`src/rtl/tt_um_stepper.sv`:
```
// -----------------------------------------------------------------------------
// tt_um_stepper
//   Tiny Tapeout stepper-motor sequencer. Produces 4-phase coil patterns
//   (wave / full-step / half-step) at a programmable rate and direction, with
//   a one-cycle step strobe and status echoes on the dedicated outputs.
//
//   Optional feature macro: STEPPER_POS_EN
//     defined   : 8-bit wrapping position counter driven on uio_out, uio_oe=FF
//     undefined : no position register, uio_out=00, uio_oe=00
//
// Parameters
//   PRESCALE : clk cycles per base tick (>= 2)
//
// Ports
//   clk      : system clock
//   rst_n    : synchronous reset, ACTIVE-HIGH despite the name
//   ena      : design-selected flag (ignored)
//   ui_in    : [0] enable, [1] dir (0 fwd / 1 rev), [3:2] mode, [7:4] speed
//   uo_out   : [3:0] coils {A,B,A',B'}, [4] step strobe, [5] dir echo,
//              [6] moving, [7] enable echo
//   uio_in   : unused
//   uio_out  : position counter (or 0 without STEPPER_POS_EN)
//   uio_oe   : FF with STEPPER_POS_EN, else 00
// -----------------------------------------------------------------------------
module tt_um_stepper #(
   parameter int PRESCALE = 16
) (
   input  logic       clk,
   input  logic       rst_n,
   input  logic       ena,
   input  logic [7:0] ui_in,
   output logic [7:0] uo_out,
   input  logic [7:0] uio_in,
   output logic [7:0] uio_out,
   output logic [7:0] uio_oe
);

   localparam int            PW       = $clog2(PRESCALE);
   localparam logic [PW-1:0] PRE_LAST = PW'(PRESCALE - 1);

   typedef enum logic [1:0] {
      MODE_WAVE  = 2'b00,
      MODE_FULL  = 2'b01,
      MODE_HALF  = 2'b10,
      MODE_BRAKE = 2'b11
   } mode_t;

   logic          w_enable;
   logic          w_dir;
   mode_t         w_mode;
   logic [3:0]    w_speed;
   logic          w_run;
   logic          w_tick;
   logic          w_step;
   logic [2:0]    w_delta;
   logic [2:0]    w_phase_nxt;
   logic [3:0]    w_coils;
   logic          w_unused;

   logic [2:0]    r_phase;
   logic [PW-1:0] r_pre;
   logic [3:0]    r_iv;
   logic          r_step_q;

   assign w_enable = ui_in[0];
   assign w_dir    = ui_in[1];
   assign w_mode   = mode_t'(ui_in[3:2]);
   assign w_speed  = ui_in[7:4];

   assign w_run  = w_enable && (w_speed != 4'd0) && (w_mode != MODE_BRAKE);
   assign w_tick = w_run && (r_pre == PRE_LAST);
   // ">=" rather than "==" so lowering the interval mid-count steps at once
   assign w_step = w_tick && (r_iv >= (4'd15 - w_speed));

   assign w_unused = &{1'b0, ena, uio_in};

   // Wave/full move two indices when already on their parity, one otherwise,
   // so a mode switch lands on the nearest valid index in the travel direction.
   always_comb begin
      w_delta = 3'd1;
      case (w_mode)
         MODE_WAVE: w_delta = r_phase[0] ? 3'd1 : 3'd2;
         MODE_FULL: w_delta = r_phase[0] ? 3'd2 : 3'd1;
         default:   w_delta = 3'd1;
      endcase
      w_phase_nxt = w_dir ? (r_phase - w_delta) : (r_phase + w_delta);
   end

   always_comb begin
      w_coils = 4'b1000;
      case (r_phase)
         3'd0:    w_coils = 4'b1000;
         3'd1:    w_coils = 4'b1100;
         3'd2:    w_coils = 4'b0100;
         3'd3:    w_coils = 4'b0110;
         3'd4:    w_coils = 4'b0010;
         3'd5:    w_coils = 4'b0011;
         3'd6:    w_coils = 4'b0001;
         default: w_coils = 4'b1001;
      endcase
   end

   always_ff @(posedge clk) begin
      if (rst_n) begin
         r_phase  <= '0;
         r_pre    <= '0;
         r_iv     <= '0;
         r_step_q <= 1'b0;
      end else begin
         r_step_q <= w_step;
         if (!w_run) begin
            r_pre <= '0;
            r_iv  <= '0;
         end else begin
            r_pre <= w_tick ? '0 : r_pre + 1'b1;
            if (w_tick) begin
               r_iv <= w_step ? '0 : r_iv + 4'd1;
            end
            if (w_step) begin
               r_phase <= w_phase_nxt;
            end
         end
      end
   end

   assign uo_out = {w_enable, w_run, w_dir, r_step_q,
                    (w_enable ? w_coils : 4'b0000)};

`ifdef STEPPER_POS_EN
   logic [7:0] r_pos;

   always_ff @(posedge clk) begin
      if (rst_n) begin
         r_pos <= '0;
      end else if (w_step) begin
         r_pos <= w_dir ? (r_pos - 8'd1) : (r_pos + 8'd1);
      end
   end

   assign uio_out = r_pos;
   assign uio_oe  = '1;
`else
   assign uio_out = '0;
   assign uio_oe  = '0;
`endif

endmodule

```
`config.mk`:
```
export PLATFORM = sky130hd
export DESIGN_NAME = tt_um_stepper
export DESIGN_NICKNAME = d
export VERILOG_FILES = /design/src/rtl/tt_um_stepper.sv
export SDC_FILE = /design/constraint.sdc
export NUM_CORES = 1
export LEC_CHECK = 0
export CORE_UTILIZATION = 41
export DETAILED_ROUTE_END_ITERATION = 16
export GPL_TIMING_DRIVEN = 0
export PLACE_DENSITY = 0.9
export SLEW_MARGIN = 25
export SYNTH_ARGS = -nofsm -noshare
export SYNTH_HDL_FRONTEND = slang
export SYNTH_SLANG_ARGS = --single-unit
```
`constraint.sdc`:
```
create_clock -name clk -period 2.8 [get_ports clk]
set_input_delay 0.56 -clock clk [delete_from_list [all_inputs] [get_ports clk]]
set_output_delay 0.56 -clock clk [all_outputs]
set_load 0.005 [all_outputs]
```
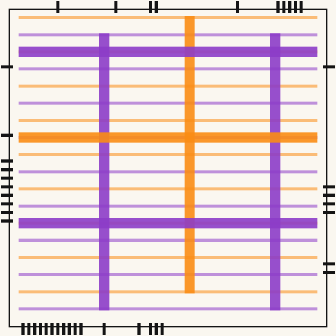
(power grid)
Pins as bars on the die edge.
VSS: drawn in purple. VDD: drawn in orange.
18 met1 rails follow the rows. 43 signal pins sit on the boundary.
die width: 50.16 um
Die Ht: 50.16 um
VDD IR max: 0.0001600 V
Placeable Area: 0.002191 mm^2

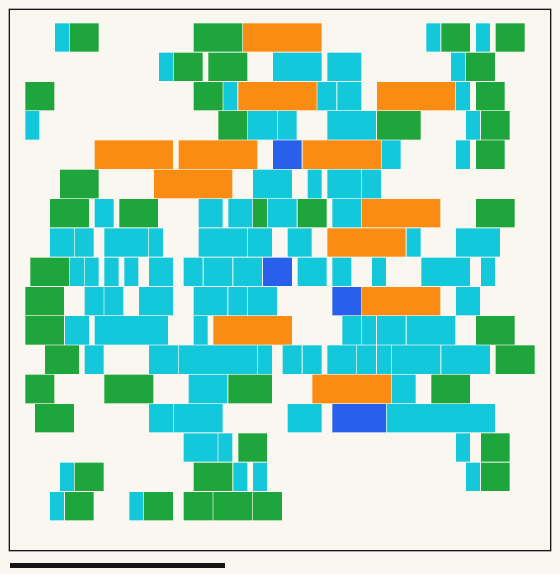
(placement by cell class)
Bar = 20 um.
remaining buffers and delay cells: drawn in green, cells 41. remaining logic cells: drawn in cyan, cells 89. clock drivers and dummy loads: drawn in blue, cells 4. sequential cells: drawn in orange, cells 12.

==> impl_metrics.toml <==
# implementation run metrics
[run_status]
status = "complete, no violations"

[setup_path]
reg2reg_setup_slack_ns = 0.34
worstPathRequired_ns = 2.96
crit_top_cell = "xor2_1"
crit_fanout = 4
criticalPathCategory = "input pin to register"
cp-end-kind = "register"
r2r_cells = 9

[cells_and_area]
synthToLayoutAreaGrowth_pct = 33.68
drive_above_1_share_pct = 25.34

[final_timing]
slew_headroom_pct = 60.04
finalHoldViolations = 0
fmax_mhz = 375.1
setup_slack_ns = 0.1340
rsz0062_at_grt = "false"
hold_ws_ns = 0.4635
slew_violations = 0

[logic_synthesis]
synthXorXnorAreaFrac_pct = 4.605
yosys_area_um2 = 950.9
synth-simple-area-share_pct = 20.53
logic_family = "buffers and inverters"
syn_area_um2 = 950.9
edf_count = 0
ys_cells = 109
async_reset_ff_share_pct = 0

[detailed_routing]
dr_wl_met3_um = 87
met1Wirelength_um = 723
via_per_inst = 4.552
maxUsedRoutingLayer = "met3"

[power]
pg_clk_w = 0.000136
power_frac_clock_pct = 34.9

[clocking]
clock_latency_ns = 0.27
postCtsSetupBuffers = 1
clock_sinks = 12
clk_pin_slew_worst_paths_ns = 0.08
cts_resized = 2

[grt]
grt_usage_pct = 14.50
grt_max_degree = 11

[place]
dpl_worst_slack_ns = -0.3622
io_buffers = 17

[min_path]
min_to = "r_pre[0]"
[how the worst max path moves through the flow]
stage	start	to	slack (ns)	depth (start not counted)
floorplan	ui_in[2]	r_phase[2]	0.36	9
CTS	ui_in[7]	uo_out[6]	0.02	6
global placement	ui_in[2]	r_phase[2]	-0.27	10
global route	ui_in[2]	r_phase[2]	0.03	10
finish	ui_in[2]	r_phase[2]	0.13	10
detailed placement	ui_in[2]	r_phase[2]	-0.36	10
[cell type report]
type / count / area [um^2]
fillers: 203 / 919.6
multi-input cells: 83 / 579.3
flip-flops and latches: 12 / 240.2
repair buffers: 18 / 181.4
plain buffers: 23 / 176.4
clock buffers: 4 / 36.28
well taps: 28 / 35.03
inverters: 6 / 22.52
